<file path="src/rtl/systolic_array_nxn.sv">
// rtl/systolic_array_nxn.sv - output-stationary NxN systolic multiplier with accumulate and saturation
module systolic_array_nxn #(
  parameter int N          = 2,
  parameter int DATA_WIDTH = 4,
  parameter int ACC_WIDTH  = 9
) (
  input  logic                            clk,
  input  logic                            rstn,
  input  logic                            in_valid,
  output logic                            in_ready,
  input  logic                            in_accum,
  input  logic [N*N*DATA_WIDTH-1:0]       a_flat,
  input  logic [N*N*DATA_WIDTH-1:0]       b_flat,
  output logic                            out_valid,
  input  logic                            out_ready,
  output logic [N*N*ACC_WIDTH-1:0]        c_flat,
  output logic                            out_sat
);

  localparam int SW = $clog2(3*N);
  localparam int PW = 2*DATA_WIDTH;

  typedef enum logic [1:0] {IDLE, FEED, LOAD, HOLD} state_t;

  state_t                      state, state_next;
  logic [SW-1:0]               step;
  logic                        accept;
  logic [N*N*DATA_WIDTH-1:0]   a_cap, b_cap;
  logic [DATA_WIDTH-1:0]       a_in [N][N];
  logic [DATA_WIDTH-1:0]       b_in [N][N];
  logic [DATA_WIDTH-1:0]       a_r  [N][N];
  logic [DATA_WIDTH-1:0]       b_r  [N][N];
  logic [PW-1:0]               prod [N][N];
  logic [ACC_WIDTH:0]          sum  [N][N];
  logic [ACC_WIDTH-1:0]        acc  [N][N];
  logic [N*N-1:0]              sat;

  assign in_ready  = (state == IDLE) || (state == HOLD && out_ready);
  assign accept    = in_valid && in_ready;
  assign out_valid = (state == HOLD);

  always_ff @(posedge clk or negedge rstn) begin
    if (!rstn) state <= IDLE;
    else       state <= state_next;
  end

  always_comb begin
    state_next = state;
    case (state)
      IDLE: if (accept) state_next = FEED;
      FEED: if (step == SW'(3*N-3)) state_next = LOAD;
      LOAD: state_next = HOLD;
      HOLD: begin
        if (accept)         state_next = FEED;
        else if (out_ready) state_next = IDLE;
      end
      default: state_next = IDLE;
    endcase
  end

  // Edge PEs pick their operand straight out of the captured matrix; this realises the input skew.
  for (genvar i = 0; i < N; i++) begin : g_row
    for (genvar j = 0; j < N; j++) begin : g_col
      if (j == 0) begin : g_afeed
        logic [SW-1:0] ka;
        assign ka = step - SW'(i);
        assign a_in[i][j] = (step >= SW'(i) && ka < SW'(N)) ?
                            a_cap[(i*N + int'(ka))*DATA_WIDTH +: DATA_WIDTH] : '0;
      end else begin : g_ashift
        assign a_in[i][j] = a_r[i][j-1];
      end
      if (i == 0) begin : g_bfeed
        logic [SW-1:0] kb;
        assign kb = step - SW'(j);
        assign b_in[i][j] = (step >= SW'(j) && kb < SW'(N)) ?
                            b_cap[(int'(kb)*N + j)*DATA_WIDTH +: DATA_WIDTH] : '0;
      end else begin : g_bshift
        assign b_in[i][j] = b_r[i-1][j];
      end
      assign prod[i][j] = PW'(a_in[i][j]) * PW'(b_in[i][j]);
      assign sum[i][j]  = (ACC_WIDTH+1)'(acc[i][j]) + (ACC_WIDTH+1)'(prod[i][j]);
    end
  end

  always_ff @(posedge clk or negedge rstn) begin
    if (!rstn) begin
      a_cap   <= '0;
      b_cap   <= '0;
      step    <= '0;
      sat     <= '0;
      c_flat  <= '0;
      out_sat <= 1'b0;
      for (int i = 0; i < N; i++) begin
        for (int j = 0; j < N; j++) begin
          a_r[i][j] <= '0;
          b_r[i][j] <= '0;
          acc[i][j] <= '0;
        end
      end
    end else begin
      if (accept) begin
        a_cap <= a_flat;
        b_cap <= b_flat;
        step  <= '0;
        if (!in_accum) sat <= '0;
        for (int i = 0; i < N; i++) begin
          for (int j = 0; j < N; j++) begin
            a_r[i][j] <= '0;
            b_r[i][j] <= '0;
            if (!in_accum) acc[i][j] <= '0;
          end
        end
      end else if (state == FEED) begin
        step <= step + 1'b1;
        for (int i = 0; i < N; i++) begin
          for (int j = 0; j < N; j++) begin
            a_r[i][j] <= a_in[i][j];
            b_r[i][j] <= b_in[i][j];
            if (sum[i][j][ACC_WIDTH]) begin
              acc[i][j]   <= '1;
              sat[i*N+j]  <= 1'b1;
            end else begin
              acc[i][j]   <= sum[i][j][ACC_WIDTH-1:0];
            end
          end
        end
      end
      if (state == LOAD) begin
        out_sat <= |sat;
        for (int i = 0; i < N; i++) begin
          for (int j = 0; j < N; j++) begin
            c_flat[(i*N+j)*ACC_WIDTH +: ACC_WIDTH] <= acc[i][j];
          end
        end
      end
    end
  end

endmodule

</file>
<file path="config.mk">
export PLATFORM = sky130hd
export DESIGN_NAME = systolic_array_nxn
export DESIGN_NICKNAME = d
export VERILOG_FILES = /design/src/rtl/systolic_array_nxn.sv
export SDC_FILE = /design/constraint.sdc
export NUM_CORES = 1
export LEC_CHECK = 0
export ABC_CLOCK_PERIOD_IN_PS = 10100
export CORE_ASPECT_RATIO = 0.6
export CORE_MARGIN = 5
export CORE_UTILIZATION = 40
export CTS_CLUSTER_SIZE = 30
export DETAILED_ROUTE_END_ITERATION = 10
export GPL_TIMING_DRIVEN = 1
export HOLD_SLACK_MARGIN = 0.06
export PLACE_DENSITY = 0.62
export SLEW_MARGIN = 25
export SYNTH_ARGS = -nofsm -noshare
export SYNTH_HDL_FRONTEND = slang
export SYNTH_SLANG_ARGS = --single-unit
export TNS_END_PERCENT = 1
</file>
<file path="constraint.sdc">
create_clock -name clk -period 10.1 [get_ports clk]
set_input_delay 1.01 -clock clk [delete_from_list [all_inputs] [get_ports clk]]
set_output_delay 1.01 -clock clk [all_outputs]
set_load 0.005 [all_outputs]
</file>
registers.png
Drawn at 2 px/um. Other sequential cells in the stronger grey, the rest of the logic in the fainter grey.
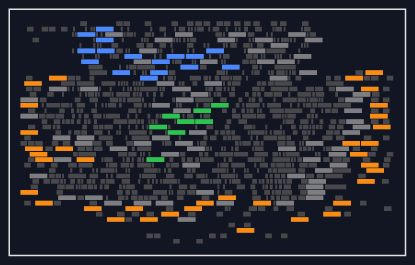
b_cap -> blue  # flops 16
c_flat -> orange  # flops 36
b_in -> green  # flops 8, where centre
not coloured = 70
flop share of the area: 32.3%
final core utilization: 48.2%
Seq. cell area: 0.00325 sq mm

final_placement.png
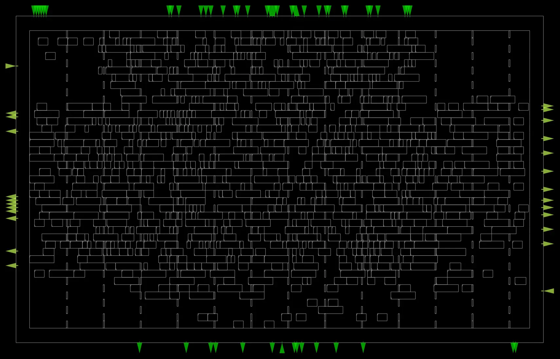
seq_cells: 130
# Taps: 279

met3.png
Drawn at 2 px/um. Cells faint in the background.
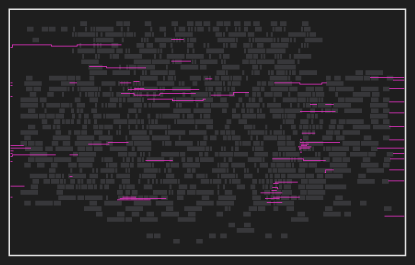
share of all routed wire = 3.6%
main direction = horizontal
final wirelength: 18900 um
via count: 6040

cell_classes.png
Drawn at 3 px/um.
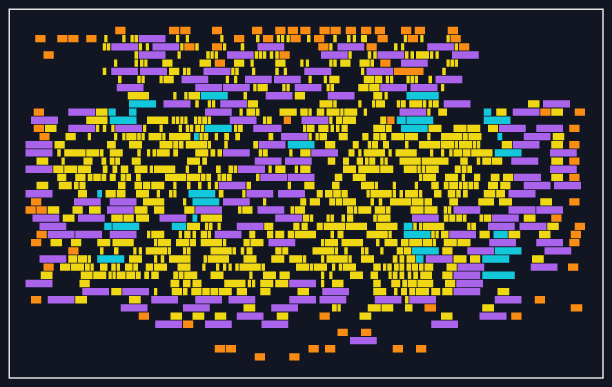
flip-flops -> purple  # cells 130, share of their area 33%
all other logic -> yellow  # cells 681, share of their area 52%
clock drivers and dummy loads -> cyan  # cells 32, share of their area 6.0%
other buffers and delay cells -> orange  # cells 79, share of their area 8.3%
Core Region: 0.0209 sq mm
cell area after layout: 0.0101 sq mm

==> results.py <==
# Flow results
metrics = {
    "routing": {
        "ant_nets": 0,
        "drtPass1Iterations": 5,
        "wl_per_cell_um": 15.7,
        "drt_iter0_drc": 311,
        "drc_errors": 0,
        "via_per_inst": 5.03,
    },
    "floorplanning": {
        "num_rows": 41,
        "fp_util_pct": 40.4,
        "die_y_um": 122,
        "dieArea_sq_mm": 0.0242,
        "die_w_um": 197,
        "ios": 76,
    },
    "flow_run": {
        "warnings": 32,
        "drv_cap": 0,
    },
    "global_routing": {
        "grt_util_all_layers_pct": 16.3,
        "grt_pass1_vias": 5777,
        "antenna_found_initial": 0,
        "grt_max_degree": 72,
        "grt_overflow": 0,
        "grt_pass1_wl_um": 31500,
    },
    "sta": {
        "setup_viol": 0,
        "slew_viol_final": 0,
        "skew_ns": 0.00890,
        "hold_viol": 0,
        "min_period_ns": 5.15,
        "grt_setup_unrepaired": "no",
        "slew_headroom_pct": 35.6,
        "setup_tns_ns": 0,
        "max_freq_mhz": 194,
        "tightest_slew_ns": 0.963,
        "finalCritPeriodShare_pct": 51.0,
    },
    "layout": {
        "drive_gt1_share_pct": 9.87,
        "lay_top_cells": "130 x nand2_1, 129 x dfrtp_1, 109 x inv_1, 80 x ha_1, 74 x clkdlybuf4s50_1",
        "final_nets": 1063,
        "final_common_cell": "nand2_1",
        "antennaDiodeCount": 0,
        "area_growth_syn_to_layout_pct": 19.5,
    },
    "logic_synthesis": {
        "syn_area_sq_mm": 0.00843,
        "yosys_area_sq_mm": 0.00843,
        "floorplan.nets": 993,
        "yosys.cell_types.count": 42,
        "yosysSeqAreaShare_pct": 38.6,
        "ys_cells": 839,
        "synth_cells": 839,
        "synth-seq-cells": 130,
        "yosysWarnings": 0,
        "syn_avg_cell_area_sq_um": 10.0,
    },
    "worst_setup_path": {
        "cp_common_cell": "fa_1",
        "crit_buf_inv": 2,
        "start_kind": "register",
        "critPathRequiredTime_ns": 10.40,
        "path_max_fanout": 21,
        "path_delay_family": "adder cells",
        "critPathKind": "register to register",
        "crit_arrival_ns": 5.45,
        "path_cells": "inv_1 -> ha_1 -> nor2_1 -> a21oi_2 -> nor3b_1 -> nand2_1 -> fa_1 -> fa_1 -> fa_1 -> inv_1 -> ha_1 -> nor2b_1 -> o21ai_0 -> a21oi_1 -> o221a_2 -> a221o_1",
        "critPathMaxStageDelay_ns": 0.72,
        "end_kind": "register",
        "cp_slowest_cell": "dfrtp_2",
        "r2r_slack_ns": 4.95,
    },
    "clocking": {
        "cts_tree": "done",
        "cts-htree-levels": 4,
        "clock_latency_ns": 0.42,
        "cts.repair.resized": 0,
        "clk_path_buf_depth": 2,
        "root_buffer": "clkbuf_16",
        "path_clk_slew_ns": 0.06,
        "numCtsBuffers": 17,
        "cts_setup_buffers": 0,
        "cts_hold_buf": 0,
        "cts_num_sinks": 130,
    },
    "placement": {
        "place_congestion": 0.850,
        "dp_hpwl_um": 13900,
        "port_buffers": 75,
    },
    "power": {
        "vdd_ir_drop_max_uv": 142,
        "leakage_nw": 5.17,
        "p_per_area_mw_per_mm2": 247,
    },
    "hold_path": {
        "min_path_type": "register to register",
    },
    "status": {
        "status": "finished, final reports clean",
    },
}
[cells by family after synthesis]
logic type               after synthesis  share of synthesized area, %
AND-OR/OR-AND                        117                          10.7
buffers and inverters                139                          6.49
flip-flops                           130                          38.6
AND/OR/NAND/NOR                      252                          13.5
adder cells (fa/ha/maj)              117                          20.6
multiplexers                          61                          7.81
XOR/XNOR                              23                          2.39
[layer usage]
metal	track usage [%]	up-vias	wire length (um)
met3	3.29	11	677
met1	25.9	2954	10300
met4	3.33	0	121
met5	0	-	0
li1	-	2970	-
met2	22.9	105	7760
[area by class of cell]
cell class | count | area [sq um]
clock buffer | 19 | 453
clock inverter | 13 | 135
fill | 1967 | 10800
inverter | 111 | 417
multi-input combinational | 570 | 4660
sequential | 130 | 3250
tap | 279 | 349
timing repair buffer | 79 | 806
[Yosys cell counts, drive strengths merged]
| cell type | count | area [sq um] |
|---|---|---|
| mux2i | 23 | 230 |
| o221ai | 2 | 30.0 |
| nand3 | 8 | 40.0 |
| nor4 | 1 | 6.26 |
| buf | 15 | 81.3 |
| o221a | 3 | 33.8 |
| fa | 36 | 721 |
| clkbuf | 13 | 48.8 |
| ha | 81 | 1010 |
| a21oi | 30 | 169 |
| inv | 111 | 417 |
| o21bai | 2 | 15.0 |
| a21boi | 1 | 7.51 |
| a211o | 2 | 17.5 |
| a21o | 14 | 105 |
| nor3b | 9 | 67.6 |
| and2 | 36 | 225 |
| xnor2 | 20 | 175 |
| a221o | 32 | 320 |
| o311a | 1 | 10.0 |
| a31oi | 1 | 6.26 |
| nand2b | 1 | 6.26 |
| a211oi | 8 | 60.1 |
| nor3 | 20 | 105 |
| xor2 | 3 | 26.3 |
| o21ai | 15 | 75.1 |
| nor2 | 38 | 143 |
| nor2b | 2 | 12.5 |
| a221oi | 1 | 8.76 |
| nand2 | 131 | 492 |
| or3 | 3 | 18.8 |
| dfrtp | 130 | 3250 |
| o22a | 3 | 26.3 |
| o211ai | 2 | 15.0 |
| nand4 | 3 | 18.8 |
| mux2 | 38 | 428 |
[worst paths after layout]
kind | cells past startpoint | startpoint | end
hold / removal | 2 | b_cap[8] | b_cap[8]
min in group asynchronous | 1 | rstn | c_flat[22]
setup / recovery | 16 | step[0] | acc[12]
hold reg to reg | 2 | b_cap[8] | b_cap[8]
max in group asynchronous | 2 | rstn | step[0]
setup reg to reg | 16 | step[0] | acc[12]
[metrics by stage]
stage	area, sq um	hold WS [ns]	cells	power, mW	worst slack [ns]
2_1_floorplan	8430	0.440	839	1.51	5.39
3_3_place_gp	9440	0.455	1168	1.85	4.80
3_5_place_dp	9470	0.457	1169	1.88	4.65
4_1_cts	10100	0.475	1201	2.51	4.61
5_1_grt	10100	0.489	1201	2.68	4.57
6_report	10100	0.469	1201	2.49	4.95
[flip-flops by register name, indices dropped and copies added, names as in the netlist]
name and count:
acc 36, c_flat 36, a_cap 16, b_cap 16
a_in 8, b_in 8, sat 4, step 3
state 2, out_sat 1
[power breakdown]
part	internal, mW	switching (mW)
Clock	0.375	0.240
Sequential	0.699	0.158
Combinational	0.446	0.567
Total	1.52	0.966
No activity file was given, so power comes from the tool's default toggle rates.
